Fig. 1: run 1, sequential cells coloured by netlist name
Other sequential cells in the stronger grey, the rest of the logic in the fainter grey.
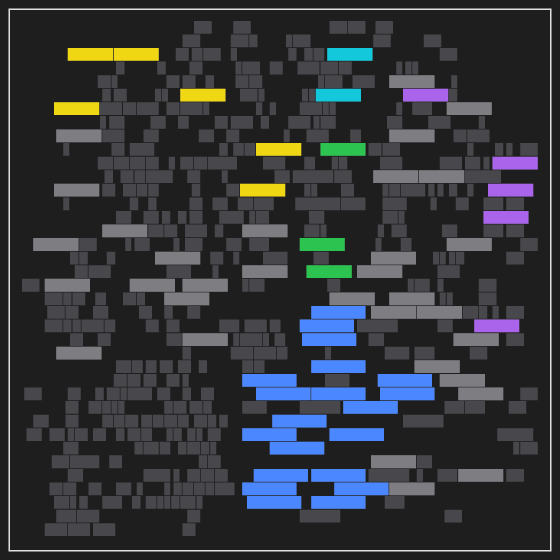
Fig. 2: run 1, clock wiring as the flow saved it
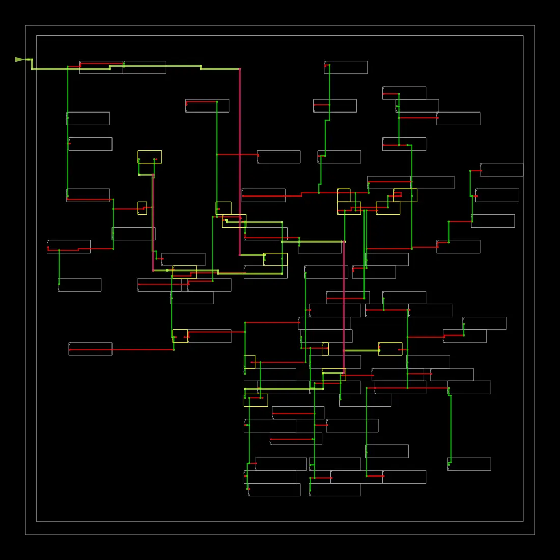
Fig. 3: run 1, clock network drawn from the DEF
Bar = 20 um.
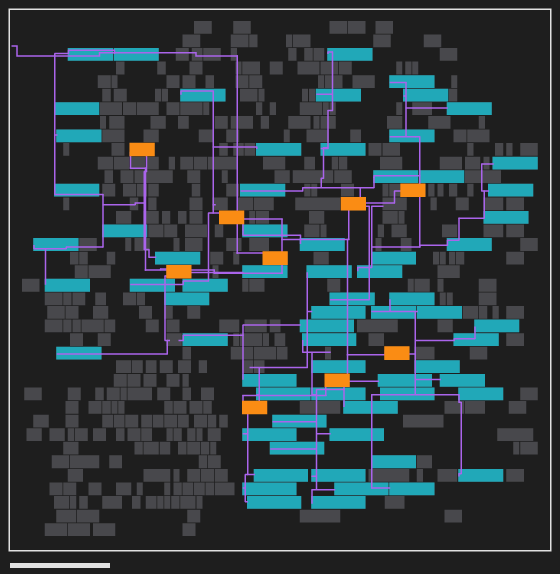
## src/rtl/seg_to_ram_writer.sv

```systemverilog
// Decodes a stream of active-low 7-segment codes back to 5-bit symbols, buffers them
// and writes them into the read/write RAM at auto-incrementing addresses.
module seg_to_ram_writer #(
    parameter int ADDR_W     = 5,
    parameter int FIFO_DEPTH = 4
) (
    input  logic              clock,
    input  logic              Reset,
    input  logic              Start,
    input  logic [ADDR_W-1:0] Base_Addr,
    input  logic [ADDR_W:0]   Count,
    input  logic [6:0]        Seg_In,
    input  logic              Seg_Valid,
    output logic              Seg_Ready,
    input  logic              Wr_Hold,
    output logic              WE_Out,
    output logic [ADDR_W-1:0] Addr_Out,
    output logic [4:0]        Data_Out,
    output logic              Busy,
    output logic              Done,
    output logic              Err,
    output logic [ADDR_W-1:0] Err_Count
);

    localparam int PTR_W = $clog2(FIFO_DEPTH);

    localparam logic [ADDR_W:0]   MAX_COUNT = (ADDR_W+1)'(2**ADDR_W);
    localparam logic [ADDR_W:0]   ACC_ONE   = 1;
    localparam logic [ADDR_W-1:0] IDX_ONE   = 1;
    localparam logic [ADDR_W-1:0] ERR_MAX   = '1;
    localparam logic [PTR_W-1:0]  PTR_ONE   = 1;
    localparam logic [PTR_W:0]    FILL_ONE  = 1;
    localparam logic [PTR_W:0]    FILL_FULL = (PTR_W+1)'(FIFO_DEPTH);
    localparam logic [4:0]        SYM_BAD   = 5'd31;

    typedef enum logic [1:0] {
        ST_IDLE,
        ST_CAPTURE,
        ST_DRAIN,
        ST_DONE
    } state_t;

    state_t state_reg, state_next;

    // Transfer context latched on an accepted Start
    logic [ADDR_W-1:0] base_reg;
    logic [ADDR_W:0]   count_reg;
    logic [ADDR_W:0]   accepted_reg;
    logic [ADDR_W-1:0] wr_idx_reg;
    logic              err_reg;
    logic [ADDR_W-1:0] err_count_reg;

    // Symbol buffer: array storage with registered read into the write port
    logic [4:0]        fifo_mem [FIFO_DEPTH];
    logic [PTR_W-1:0]  wr_ptr_reg;
    logic [PTR_W-1:0]  rd_ptr_reg;
    logic [PTR_W:0]    fill_reg;
    logic              fifo_full;
    logic              fifo_empty;

    logic              we_reg;
    logic [ADDR_W-1:0] addr_reg;
    logic [4:0]        data_reg;

    logic [4:0]        sym;
    logic              sym_bad;
    logic              start_go;
    logic [ADDR_W:0]   count_clamped;
    logic              push;
    logic              pop;
    logic              last_accept;

    function automatic logic [4:0] seg_decode(input logic [6:0] code);
        logic [4:0] s;
        case (code)
            7'h40:   s = 5'd0;
            7'h79:   s = 5'd1;
            7'h24:   s = 5'd2;
            7'h30:   s = 5'd3;
            7'h19:   s = 5'd4;
            7'h12:   s = 5'd5;
            7'h02:   s = 5'd6;
            7'h78:   s = 5'd7;
            7'h00:   s = 5'd8;
            7'h10:   s = 5'd9;
            7'h08:   s = 5'd10;
            7'h03:   s = 5'd11;
            7'h46:   s = 5'd12;
            7'h21:   s = 5'd13;
            7'h06:   s = 5'd14;
            7'h0E:   s = 5'd15;
            7'h7F:   s = 5'd16;
            default: s = SYM_BAD;
        endcase
        return s;
    endfunction

    assign sym     = seg_decode(Seg_In);
    assign sym_bad = (sym == SYM_BAD);

    assign fifo_full  = (fill_reg == FILL_FULL);
    assign fifo_empty = (fill_reg == '0);

    assign count_clamped = (Count > MAX_COUNT) ? MAX_COUNT : Count;
    assign start_go      = (state_reg == ST_IDLE) && Start && (Count != '0);

    // Seg_Ready already excludes a full buffer, so push never overflows
    assign push        = Seg_Valid && Seg_Ready;
    assign pop         = !fifo_empty && !Wr_Hold;
    assign last_accept = push && ((accepted_reg + ACC_ONE) == count_reg);

    always_ff @(posedge clock or posedge Reset) begin
        if (Reset) begin
            state_reg <= ST_IDLE;
        end else begin
            state_reg <= state_next;
        end
    end

    always_comb begin
        state_next = state_reg;
        case (state_reg)
            ST_IDLE: begin
                if (Start) begin
                    state_next = (Count == '0) ? ST_DONE : ST_CAPTURE;
                end
            end
            ST_CAPTURE: begin
                if (last_accept) begin
                    state_next = ST_DRAIN;
                end
            end
            ST_DRAIN: begin
                // Empty here means the final pop already launched its write
                if (fifo_empty) begin
                    state_next = ST_DONE;
                end
            end
            ST_DONE: begin
                state_next = ST_IDLE;
            end
            default: begin
                state_next = ST_IDLE;
            end
        endcase
    end

    always_comb begin
        Seg_Ready = 1'b0;
        Busy      = 1'b0;
        Done      = 1'b0;
        case (state_reg)
            ST_CAPTURE: begin
                Busy      = 1'b1;
                Seg_Ready = !fifo_full && (accepted_reg < count_reg);
            end
            ST_DRAIN: begin
                Busy = 1'b1;
            end
            ST_DONE: begin
                Done = 1'b1;
            end
            default: begin
                Busy = 1'b0;
            end
        endcase
    end

    always_ff @(posedge clock or posedge Reset) begin
        if (Reset) begin
            base_reg      <= '0;
            count_reg     <= '0;
            accepted_reg  <= '0;
            err_reg       <= 1'b0;
            err_count_reg <= '0;
        end else if (start_go) begin
            base_reg      <= Base_Addr;
            count_reg     <= count_clamped;
            accepted_reg  <= '0;
            err_reg       <= 1'b0;
            err_count_reg <= '0;
        end else if (push) begin
            accepted_reg <= accepted_reg + ACC_ONE;
            if (sym_bad) begin
                err_reg <= 1'b1;
                if (err_count_reg != ERR_MAX) begin
                    err_count_reg <= err_count_reg + IDX_ONE;
                end
            end
        end
    end

    always_ff @(posedge clock) begin
        if (push) begin
            fifo_mem[wr_ptr_reg] <= sym;
        end
    end

    always_ff @(posedge clock or posedge Reset) begin
        if (Reset) begin
            wr_ptr_reg <= '0;
            rd_ptr_reg <= '0;
            fill_reg   <= '0;
        end else begin
            if (push) begin
                wr_ptr_reg <= wr_ptr_reg + PTR_ONE;
            end
            if (pop) begin
                rd_ptr_reg <= rd_ptr_reg + PTR_ONE;
            end
            case ({push, pop})
                2'b10:   fill_reg <= fill_reg + FILL_ONE;
                2'b01:   fill_reg <= fill_reg - FILL_ONE;
                default: fill_reg <= fill_reg;
            endcase
        end
    end

    // Address and data hold their last values between write strobes
    always_ff @(posedge clock or posedge Reset) begin
        if (Reset) begin
            we_reg     <= 1'b0;
            addr_reg   <= '0;
            data_reg   <= '0;
            wr_idx_reg <= '0;
        end else begin
            we_reg <= pop;
            if (start_go) begin
                wr_idx_reg <= '0;
            end else if (pop) begin
                wr_idx_reg <= wr_idx_reg + IDX_ONE;
            end
            if (pop) begin
                addr_reg <= base_reg + wr_idx_reg;
                data_reg <= fifo_mem[rd_ptr_reg];
            end
        end
    end

    assign WE_Out    = we_reg;
    assign Addr_Out  = addr_reg;
    assign Data_Out  = data_reg;
    assign Err       = err_reg;
    assign Err_Count = err_count_reg;

endmodule

```

## config.mk

```make
export PLATFORM = sky130hd
export DESIGN_NAME = seg_to_ram_writer
export DESIGN_NICKNAME = d
export VERILOG_FILES = /design/src/rtl/seg_to_ram_writer.sv
export SDC_FILE = /design/constraint.sdc
export NUM_CORES = 1
export LEC_CHECK = 0
export CAP_MARGIN = 15
export CORE_MARGIN = 2
export CORE_UTILIZATION = 35
export CTS_CLUSTER_DIAMETER = 200
export DETAILED_ROUTE_END_ITERATION = 6
export PLACE_DENSITY_LB_ADDON = 0.08
export SYNTH_ARGS = -nofsm -noshare
export SYNTH_HDL_FRONTEND = slang
export SYNTH_SLANG_ARGS = --single-unit
```

## constraint.sdc

```tcl
create_clock -name clock -period 2.5 [get_ports clock]
set_input_delay 0.5 -clock clock [delete_from_list [all_inputs] [get_ports clock]]
set_output_delay 0.5 -clock clock [all_outputs]
set_load 0.005 [all_outputs]
```

==> flow_metrics.tcl, run 1 <==
# implementation run metrics
set metrics [dict create \
    clk_path_buf_depth 2 \
    drc 0 \
    initCoreUtil_pct 35.5 \
    crit_chain "clkdlybuf4s50_1, and3b_1, o21ai_0, a21oi_1, or4b_4, or4_1, a21oi_1" \
    power_w 0.00469 \
    layout_setup_ws_ns 0.113 \
    lay_top_cells "48 x dfrtp_1, 47 x buf_4, 35 x clkdlybuf4s50_1, 27 x nand2_1, 25 x nor2_1" \
    synth_cell_types 48 \
    synthMuxAreaShare_pct 6.95 \
    grt_pass1_wl_um 14200 \
    cts_made_buffers 9 \
    hpwl_um 5990 \
    xor_area_share_pct 5.76 \
    yosys_area_um2 3800 \
    gp_congestion 0.833 \
    grt_usage_pct 15.6 \
    r2r-start "count_reg[1]$_DFFE_PP0P_" \
    place_ws_ns -0.448 \
    busiest_layer "met2" \
    largest_reg_flops 20 \
    post_cts_buffers 2 \
    status "finished, final reports clean" \
    wl_met2_um 3850 \
    reg2reg_depth 14 \
    syn_nets 408 \
    async_reset_ff_share_pct 70.6 \
    synthTopLogicFamily "simple AND/OR/NAND/NOR gates" \
    hold_depth 2 \
    lay_top_count "dfrtp_1" \
    grt_max_degree 49 \
    worst_hold_path.endpoint "base_reg[2]$_DFFE_PP0P_" \
]
-- Fig. 1 (at the start) --
- cyan: `state_reg` (flops 2)
- blue: `fifo_mem` (flops 20; where bottom middle)
- purple: `Addr_Out` (flops 5)
- yellow: `count_reg` (flops 6)
- green: `fill_reg` (flops 3)
- not coloured: 32
Register Area: 1800 um2
sequential power: 0.00175 W

-- Fig. 2 (at the start) --
Clk. pwr: 0.000837 W
Sinks on Clock Net: 68
Worst-Skew Late Latency: 0.35 ns

-- Fig. 3 (at the start) --
- orange: cells driving clock nets (count 9)
- purple: clock wires (length 1050 um)
- cyan: flip-flops (count 68)
- flops lie: spread over the die
power share of the clock group: 17.9%
Layout Skew: 0.00996 ns

run 1: final cells by class:
| type | instances | area [um2] | share of cell area, % |
|---|---|---|---|
| flip-flops and latches | 68 | 1800 | 36.2 |
| well taps | 140 | 175 | 3.52 |
| multi-input cells | 250 | 1900 | 38.2 |
| clock buffers | 11 | 141 | 2.84 |
| clock inverters | 5 | 36.3 | 0.730 |
| inverters | 24 | 90.1 | 1.81 |
| repair buffers | 93 | 830 | 16.7 |
run 1: report_power, final:
part,switching [W],internal (W),leakage [nW]
clock network,0.000447,0.000390,0.0898
registers,0.000260,0.00149,0.775
logic,0.000957,0.00114,1.31
run 1: critical path, delay by kind of cell:
family | cells | cell delay [ns]
simple gates | 3 | 1.28
compound gates | 3 | 0.42
buf+inv | 1 | 0.47
==> run 2: changes to the inputs <==
--- a/config.mk
+++ b/config.mk
@@ -5,12 +5,13 @@
 export SDC_FILE = /design/constraint.sdc
 export NUM_CORES = 1
 export LEC_CHECK = 0
+export ABC_AREA = 1
 export CAP_MARGIN = 15
 export CORE_MARGIN = 2
 export CORE_UTILIZATION = 35
 export CTS_CLUSTER_DIAMETER = 200
 export DETAILED_ROUTE_END_ITERATION = 6
-export PLACE_DENSITY_LB_ADDON = 0.08
+export PLACE_DENSITY = 0.54
 export SYNTH_ARGS = -nofsm -noshare
 export SYNTH_HDL_FRONTEND = slang
 export SYNTH_SLANG_ARGS = --single-unit
Fig. 4: run 2, cell sizes after repair
Bar = 20 um.
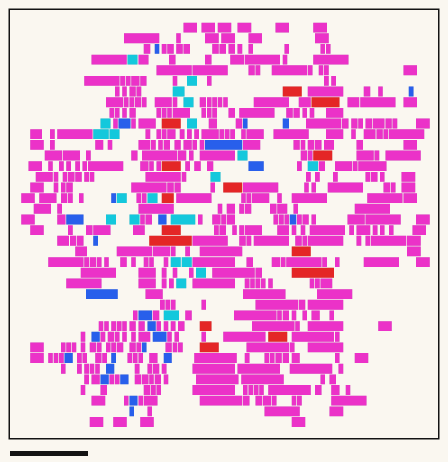
- magenta: drive 1 or less (cells 481; share 89%)
- red: drive 6 and up (cells 14; share 2.6%)
- blue: drive 2 (cells 26; share 4.8%)
- cyan: drive 3 to 4 (cells 21; share 3.9%)
area grow syn2layout: 24.0%
Non-CTS buffers: 59
Finished Cell Area: 4800 um2
Setup WS post-layout: 0.158 ns

Fig. 5: run 2, clock network drawn from the DEF
Bar = 20 um.
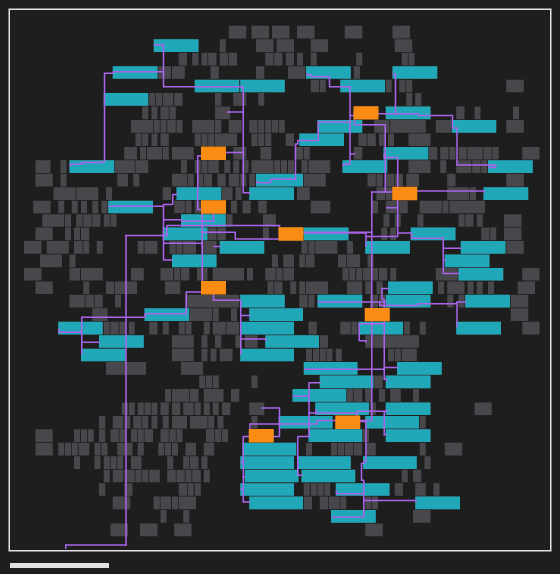
- orange: cells driving clock nets (count 9)
- purple: clock wires (length 919 um)
- cyan: flip-flops (count 68)
- routed clock nets: 10
Layout Skew: 0.0131 ns
power share of the clock group: 20.8%

==> run 2 against run 1 <==
Combinational power about the same. Design area fell by 3.4%. First-iteration DRC count is 27% higher. Utilization shrank 2.2 points. Routed wire length shrank 1.6%. Power grew 3.8%. Clock skew up 0.0031 ns. Synthesized cell count up 33%. Die area rose by 1.9%. Sequential power is essentially flat. Sequential share of layout area up 1.3 points. Fmax increased by 1.9%. Critical path type is now flop to output port. Critical endpoint is now Seg_Ready. Largest power group unchanged.
==> flow_metrics.tcl, run 2 <==
# implementation run metrics
set metrics [dict create \
    status "finished, final reports clean" \
    pg_clk_w 0.00101 \
    syn_nets 525 \
    largest_class "flip-flops and latches" \
    clk_path_buf_depth 2 \
    reg2reg_depth 15 \
    clock-sinks 68 \
    synthTopLogicFamily "simple AND/OR/NAND/NOR gates" \
    hpwl_um 6050 \
    p_seq_share_pct 36.6 \
    cts_made_buffers 9 \
    grt_max_degree 30 \
    r2r-start "count_reg[1]$_DFFE_PP0P_" \
    yosys_area_um2 3870 \
    clkTransAtPathRegs_ns 0.08 \
    power_leader "combinational cells" \
    synthMuxAreaShare_pct 0 \
    p_int_w 0.00303 \
    async_reset_ff_share_pct 70.6 \
    clockBufferCount 9 \
    drc 0 \
    gp_congestion 0.899 \
    grt_usage_pct 15.0 \
    p_comb_share_pct 42.6 \
    seq_share_pct 37.5 \
    switchingPower_w 0.00184 \
    xor_area_share_pct 2.26 \
    busiest_layer "met2" \
    clkCellAreaFrac_pct 4.64 \
    nNonClkInverters 66 \
    synth_cell_types 33 \
    logic_gate_count 333 \
    regArea_um2 1800 \
    swShare_pct 37.7 \
    post_cts_buffers 4 \
    largest_reg_flops 20 \
    power_w 0.00487 \
    crit_chain "inv_1, ha_1, nand2_1, inv_1, a21oi_2, nand4_1, buf_4, inv_1, dlygate4sd2_1" \
    logic_area_um2 1800 \
    comb-cell-share_pct 37.4 \
    ff_count 68 \
    grt_pass1_wl_um 14000 \
    n_tap_cell 140 \
    clk_latency_ns 0.35 \
    initCoreUtil_pct 35.7 \
    pg_seq_w 0.00178 \
    bufAreaShareNonClock_pct 11.6 \
]
run 2: cell types whose count changed after synthesis, sizes merged, moves of 5 or more:
cell,delta
mux2,-9
xnor2,-12
inv,+41
nand2b,-6
and3,-8
o21ai,+18
nand3b,-6
mux4,-5
nor3,-5
nand2,+80
nand3,+27
o31ai,-6
mux2i,-5
nor2,+52
run 2: worst max path at each step:
stage                                to  slack [ns]  cells after the start
4_1_cts         fill_reg[2]$_DFFE_PP0P_        0.03                     15
5_1_grt                       Seg_Ready       0.002                      8
3_5_place_dp   fifo_mem[3][3]$_DFFE_PP_        0.09                     12
6_report                      Seg_Ready        0.16                      9
2_1_floorplan   fill_reg[1]$_DFFE_PP0P_        0.23                     12
3_3_place_gp   fifo_mem[2][2]$_DFFE_PP_        0.13                     12
Power is estimated from default activity; no workload was simulated.
